[src/rtl/muldiv_pkg.sv]
// Shared op codes, FSM states and helpers for the multi-cycle HI/LO multiply/divide unit.
// Op codes match the ALU's alu_control field so decode can feed both blocks from one field.
package muldiv_pkg;
  localparam int WIDTH_DEF = 32;
  localparam int ITERS_DEF = WIDTH_DEF;
  localparam int CNT_W     = $clog2(ITERS_DEF);

  localparam logic [3:0] OP_MULT  = 4'b0000;
  localparam logic [3:0] OP_MULTU = 4'b1001;
  localparam logic [3:0] OP_DIV   = 4'b1101;
  localparam logic [3:0] OP_DIVU  = 4'b1100;

  typedef enum logic [1:0] {
    IDLE = 2'd0,
    ITER = 2'd1,
    FIX  = 2'd2
  } state_t;

  function automatic logic op_valid(input logic [3:0] op);
    return (op == OP_MULT) || (op == OP_MULTU) || (op == OP_DIV) || (op == OP_DIVU);
  endfunction

  function automatic logic op_signed(input logic [3:0] op);
    return (op == OP_MULT) || (op == OP_DIV);
  endfunction

  function automatic logic op_is_div(input logic [3:0] op);
    return (op == OP_DIV) || (op == OP_DIVU);
  endfunction
endpackage

[src/rtl/muldiv_step.sv]
// One combinational iteration: shift-add multiply or restoring divide on a 2*WIDTH accumulator.
// Multiply keeps {partial, multiplier}; divide keeps {remainder, dividend/quotient}.
module muldiv_step #(
  parameter int WIDTH = 32
) (
  input  logic               i_is_div,
  input  logic [2*WIDTH-1:0] i_acc,
  input  logic [WIDTH-1:0]   i_opnd,
  output logic [2*WIDTH-1:0] o_acc
);
  logic [WIDTH:0] w_sum;
  logic [WIDTH:0] w_rem_sh;
  logic [WIDTH:0] w_diff;

  assign w_sum    = {1'b0, i_acc[2*WIDTH-1:WIDTH]} + (i_acc[0] ? {1'b0, i_opnd} : '0);
  assign w_rem_sh = i_acc[2*WIDTH-1:WIDTH-1];
  assign w_diff   = w_rem_sh - {1'b0, i_opnd};

  // A clear top bit of w_diff means the trial subtraction did not borrow.
  always_comb begin
    o_acc = {w_sum, i_acc[WIDTH-1:1]};
    if (i_is_div) begin
      if (!w_diff[WIDTH])
        o_acc = {w_diff[WIDTH-1:0], i_acc[WIDTH-2:0], 1'b1};
      else
        o_acc = {w_rem_sh[WIDTH-1:0], i_acc[WIDTH-2:0], 1'b0};
    end
  end
endmodule

[src/rtl/muldiv_seq.sv]
// Multi-cycle multiply/divide sequencer owning the architectural HI/LO registers.
// Works on magnitudes for ITERS cycles, then applies signs in FIX and commits HI/LO.
module muldiv_seq
  import muldiv_pkg::*;
#(
  parameter int WIDTH = WIDTH_DEF,
  parameter int ITERS = ITERS_DEF
) (
  input  logic             clk,
  input  logic             rst_n,
  input  logic             start,
  input  logic [3:0]       op,
  input  logic [WIDTH-1:0] op1,
  input  logic [WIDTH-1:0] op2,
  input  logic             cancel,
  input  logic             mthi,
  input  logic             mtlo,
  input  logic [WIDTH-1:0] mt_data,
  output logic             busy,
  output logic             done,
  output logic             div_zero,
  output logic [WIDTH-1:0] hi,
  output logic [WIDTH-1:0] lo
);
  state_t             r_state;
  logic [CNT_W-1:0]   r_cnt;
  logic [2*WIDTH-1:0] r_acc;
  logic [WIDTH-1:0]   r_opnd;
  logic [WIDTH-1:0]   r_op1;
  logic               r_is_div;
  logic               r_neg_res;
  logic               r_neg_a;
  logic               r_dz;
  logic [WIDTH-1:0]   r_hi;
  logic [WIDTH-1:0]   r_lo;
  logic               r_done;
  logic               r_div_zero;

  logic               w_a_neg;
  logic               w_b_neg;
  logic [WIDTH-1:0]   w_abs_a;
  logic [WIDTH-1:0]   w_abs_b;
  logic [2*WIDTH-1:0] w_acc_nxt;
  logic [2*WIDTH-1:0] w_prod;
  logic [WIDTH-1:0]   w_res_hi;
  logic [WIDTH-1:0]   w_res_lo;

  always_comb begin
    w_a_neg = op_signed(op) & op1[WIDTH-1];
    w_b_neg = op_signed(op) & op2[WIDTH-1];
    w_abs_a = w_a_neg ? -op1 : op1;
    w_abs_b = w_b_neg ? -op2 : op2;
  end

  muldiv_step #(.WIDTH(WIDTH)) u_step (
    .i_is_div (r_is_div),
    .i_acc    (r_acc),
    .i_opnd   (r_opnd),
    .o_acc    (w_acc_nxt)
  );

  // Quotient follows the sign product, remainder follows the dividend; divide-by-zero is forced.
  always_comb begin
    w_prod   = r_neg_res ? -r_acc : r_acc;
    w_res_hi = w_prod[2*WIDTH-1:WIDTH];
    w_res_lo = w_prod[WIDTH-1:0];
    if (r_is_div) begin
      if (r_dz) begin
        w_res_hi = r_op1;
        w_res_lo = '1;
      end else begin
        w_res_lo = r_neg_res ? -r_acc[WIDTH-1:0] : r_acc[WIDTH-1:0];
        w_res_hi = r_neg_a ? -r_acc[2*WIDTH-1:WIDTH] : r_acc[2*WIDTH-1:WIDTH];
      end
    end
  end

  always_ff @(posedge clk or negedge rst_n) begin
    if (!rst_n) begin
      r_state    <= IDLE;
      r_cnt      <= '0;
      r_acc      <= '0;
      r_opnd     <= '0;
      r_op1      <= '0;
      r_is_div   <= 1'b0;
      r_neg_res  <= 1'b0;
      r_neg_a    <= 1'b0;
      r_dz       <= 1'b0;
      r_hi       <= '0;
      r_lo       <= '0;
      r_done     <= 1'b0;
      r_div_zero <= 1'b0;
    end else begin
      r_done     <= 1'b0;
      r_div_zero <= 1'b0;
      case (r_state)
        IDLE: begin
          if (mthi) r_hi <= mt_data;
          if (mtlo) r_lo <= mt_data;
          if (start && op_valid(op)) begin
            r_is_div  <= op_is_div(op);
            r_neg_res <= w_a_neg ^ w_b_neg;
            r_neg_a   <= w_a_neg;
            r_op1     <= op1;
            r_dz      <= op_is_div(op) && (op2 == '0);
            r_acc     <= op_is_div(op) ? {{WIDTH{1'b0}}, w_abs_a} : {{WIDTH{1'b0}}, w_abs_b};
            r_opnd    <= op_is_div(op) ? w_abs_b : w_abs_a;
            r_cnt     <= '0;
            r_state   <= ITER;
          end
        end
        ITER: begin
          if (cancel) begin
            r_state <= IDLE;
          end else begin
            r_acc <= w_acc_nxt;
            r_cnt <= r_cnt + CNT_W'(1);
            if (r_cnt == CNT_W'(ITERS - 1)) r_state <= FIX;
          end
        end
        FIX: begin
          r_state <= IDLE;
          if (!cancel) begin
            r_hi       <= w_res_hi;
            r_lo       <= w_res_lo;
            r_done     <= 1'b1;
            r_div_zero <= r_dz;
          end
        end
        default: r_state <= IDLE;
      endcase
    end
  end

  assign busy     = (r_state != IDLE);
  assign done     = r_done;
  assign div_zero = r_div_zero;
  assign hi       = r_hi;
  assign lo       = r_lo;
endmodule

[config.mk]
export PLATFORM = sky130hd
export DESIGN_NAME = muldiv_seq
export DESIGN_NICKNAME = d
export VERILOG_FILES = /design/src/rtl/muldiv_pkg.sv /design/src/rtl/muldiv_step.sv /design/src/rtl/muldiv_seq.sv
export SDC_FILE = /design/constraint.sdc
export NUM_CORES = 1
export LEC_CHECK = 0
export CORE_ASPECT_RATIO = 0.5
export CORE_MARGIN = 8
export CORE_UTILIZATION = 41
export CTS_BUF_LIST = sky130_fd_sc_hd__clkbuf_16
export CTS_CLUSTER_DIAMETER = 50
export DETAILED_ROUTE_END_ITERATION = 12
export PLACE_DENSITY_LB_ADDON = 0.12
export SYNTH_ARGS = -nofsm -noshare
export SYNTH_HDL_FRONTEND = slang
export SYNTH_HIERARCHICAL = 1
export SYNTH_SLANG_ARGS = --single-unit
export TNS_END_PERCENT = 50
[constraint.sdc]
create_clock -name clk -period 4.55 [get_ports clk]
set_input_delay 0.91 -clock clk [delete_from_list [all_inputs] [get_ports clk]]
set_output_delay 0.91 -clock clk [all_outputs]
set_load 0.01 [all_outputs]
### Cells coloured by class, run 1

Bar = 100 um.
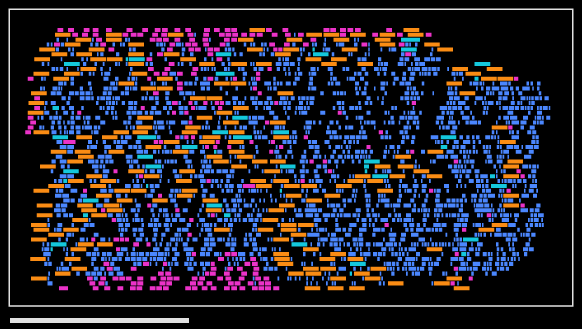
colour	class	cells	share of their area
magenta	remaining buffers and delay cells	255	11%
cyan	clock drivers and dummy loads	46	4.2%
orange	registers	205	25%
blue	remaining logic cells	1989	60%
FP Rows: 54
fin util: 49.36%
post-route cell area: 21540 um^2
Seq area share: 23.83%

### Where the registers sit, run 1

Other sequential cells in the stronger grey, the rest of the logic in the fainter grey.
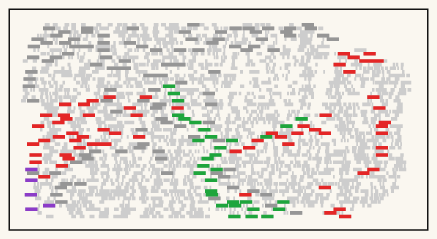
colour	signal	sequential cells
green	r_op1	32
purple	r_cnt	5
red	r_acc	64
sequential power: 3240 uW
register area: 5134 um^2

### Clock network drawn from the DEF, run 1

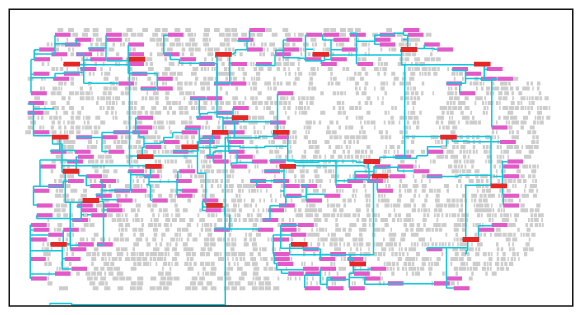
[red] clock-net drivers | count: 25
[magenta] flip-flops | count: 205
[cyan] clock wires | length: 3430 um
flops lie	widely spread
routed clock nets	26
clk ins delay skew pair: 0.57 ns
P_clk: 2170 uW

==> results.toml, run 1 <==
# yosys + openroad results
[die]
die_w_um = 313.6

[finish]
nFillCells = 4421
n_all_inverters = 77
num-multi-input-gates = 1912
signal_buffers = 255
syn2layout_area_growth_pct = 18.62

[global_route]
grt_use_met1_pct = 43.19

[synthesis]
area_leaders = "dfrtp_1 28%, nand2_1 6.6%, o21ai_0 5.0%"
syn_nets = 2535
synth_seq_share_pct = 28.25
yosysWarnings = 6
numSynthFlops = 205
syn_area_um2 = 18160

[worst_setup_path]
path_buffers = 0
ff2ff_path_depth = 14
r2r_start = "r_acc[0]"

[worst_hold_path]
hold_path.class = "in2async"

[pwr]
p_comb_share_pct = 56.9
ir_worst_vdd_mv = 0.2805
total_power_uw = 12540

[run]
tool_warnings = 26

[placement]
place_congestion = 1.032
io_buffers = 172

[drt]
wl_met2_um = 33570
drt_iter0_markers = 2525
routedWlPerCell_um = 26.44

[outcome]
status = "complete, no violations"

[clocking]
cts_max_path_buffers = 3
root_buffer = "clkbuf_16"
cts_sinks = 205
cts_tree = "built"

[sta]
max_freq_ghz = 0.2592
==> run 1: layout by cell type (no fill, tap or decap), drive strengths merged, types with 31 or more instances in the layout <==
| master | netlist | routed |
|---|---|---|
| a211oi | 31 | 31 |
| a21oi | 174 | 174 |
| a31oi | 33 | 33 |
| and2 | 39 | 39 |
| buf | 28 | 84 |
| clkdlybuf4s50 | 0 | 171 |
| dfrtp | 205 | 205 |
| ha | 70 | 70 |
| inv | 73 | 81 |
| mux2 | 49 | 49 |
| mux2i | 38 | 38 |
| nand2 | 321 | 321 |
| nand3 | 62 | 62 |
| nand4 | 31 | 31 |
| nor2 | 178 | 178 |
| nor3 | 59 | 59 |
| o21ai | 188 | 188 |
| o31ai | 32 | 32 |
| or3 | 34 | 34 |
| xnor2 | 93 | 93 |
| xor2 | 62 | 62 |
## Run 2: what changed since run 1
clock period = 4 ns   (was 4.55 ns; I/O delays follow)
### Cells coloured by class, run 2

Bar = 100 um.
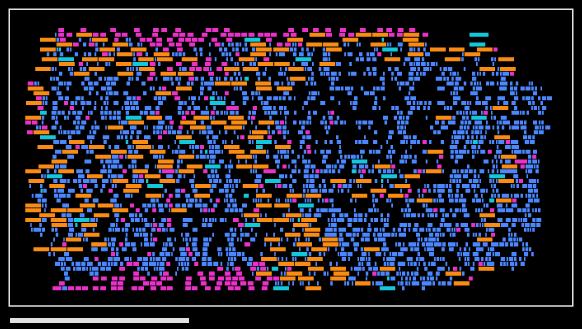
colour	class	cells	share of their area
cyan	clock drivers and dummy loads	45	3.7%
orange	registers	205	25%
magenta	remaining buffers and delay cells	279	12%
blue	remaining logic cells	1989	59%
Seq area share: 23.69%
post-route cell area: 21670 um^2

### Clock network drawn from the DEF, run 2

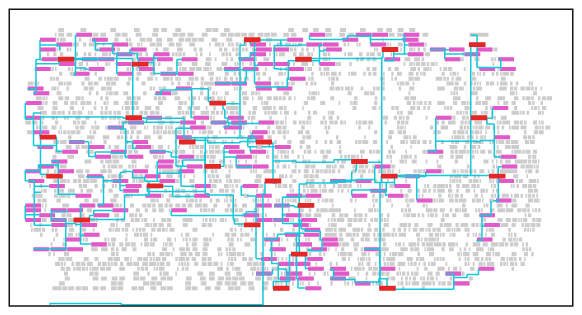
[red] clock-net drivers | count: 25
[magenta] flip-flops | count: 205
[cyan] clock wires | length: 3480 um
flops lie	widely spread
Clk pwr share: 16.0%
P_clk: 2270 uW
Final Skew: 0.03309 ns
clk ins delay skew pair: 0.58 ns

==> run 2 against run 1 <==
Critical path depth unchanged. Synthesized cell count unchanged. Final area increased by 0.57%. Die area unchanged. Utilization increased by 0.28 points. Register-to-register slack got worse by 0.45 ns. Highest routed layer unchanged.
==> results.toml, run 2 <==
# yosys + openroad results
[die]
die_w_um = 313.6
num_rows = 54
ioPinCount = 173

[pwr]
ir_worst_vdd_mv = 0.6476
total_power_uw = 14230

[finish]
mostFrequentLayoutCell = "nand2_1"
syn2layout_area_growth_pct = 19.30
layout_top_cells = "321 x nand2_1, 204 x dfrtp_1, 181 x o21ai_0, 176 x nor2_1, 171 x clkdlybuf4s50_1"
final_util_pct = 49.64
drive_gt1_share_pct = 9.253
largest_reg_flops = 64

[synthesis]
synth-main-ff-cell = "dfrtp_1"
synth_seq_share_pct = 28.25
adder_share_pct = 5.043
ys_async_sr_fraction_pct = 100.0
ys_sh_simple_pct = 23.62
synthCells = 2357
syn_nets = 2535
numSynthFlops = 205
yosys_area_um2 = 18160
area_leaders = "dfrtp_1 28%, nand2_1 6.6%, o21ai_0 5.0%"
syn_area_um2 = 18160
yosysWarnings = 6

[worst_setup_path]
crit_path_frequent_cell = "a211oi_1"
path_buffers = 1
r2r_start = "r_acc[0]"
start_kind = "flop"
cp_data_arrival_time_ns = 4.18
ff2ff_path_depth = 14

[sta]
worst_slew_pin_slew_ns = 0.8493
timing.setup.tns_ns = 0
max_freq_ghz = 0.2659

[drt]
vias_per_cell = 6.297
drt_iter0_markers = 2335
routedWlPerCell_um = 26.71
via_count = 19580

[clocking]
cts_sinks = 205
root_buffer = "clkbuf_16"
cts_tree = "built"
cts_max_path_buffers = 3

[global_route]
grt_first_pass_wirelength_um = 122600

[placement]
io_buffers = 172
place_congestion = 1.078
place_area_um2 = 20880

[outcome]
status = "complete, no violations"

[run]
tool_warnings = 26

[worst_hold_path]
hold_path.class = "in2async"
## run 2: cell counts after synthesis
Identical to the previous run, type by type.
## run 2: area by class of cell
type                            count  area [um^2]
Multi-Input combinational cell   1912        12140
Sequential cell                   205         5134
Tap cell                          588        735.7
Clock buffer                       25        625.6
Timing Repair Buffer              279         2580
Clock inverter                     20        156.4
Inverter                           77        289.0
Antenna cell                        3        7.507
Fill cell                        4333        21980
## run 2: per-layer routing
layer	vias to the layer above	wire (um)	GRT usage (%)
li1	8947	-	-
met1	9509	36080	43.71
met2	958	34300	45.21
met3	148	10340	10.31
met4	14	2223	7.739
met5	-	99	0
## run 2: where the power goes
group          total (uW)  switching [uW]  leakage [uW]  internal, uW
registers            3520             932       0.00256          2580
clock network        2270            1050      0.000400          1220
logic                8440            5110       0.00601          3340
total               14200            7090       0.00896          7140
Power is estimated from default activity; no workload was simulated.
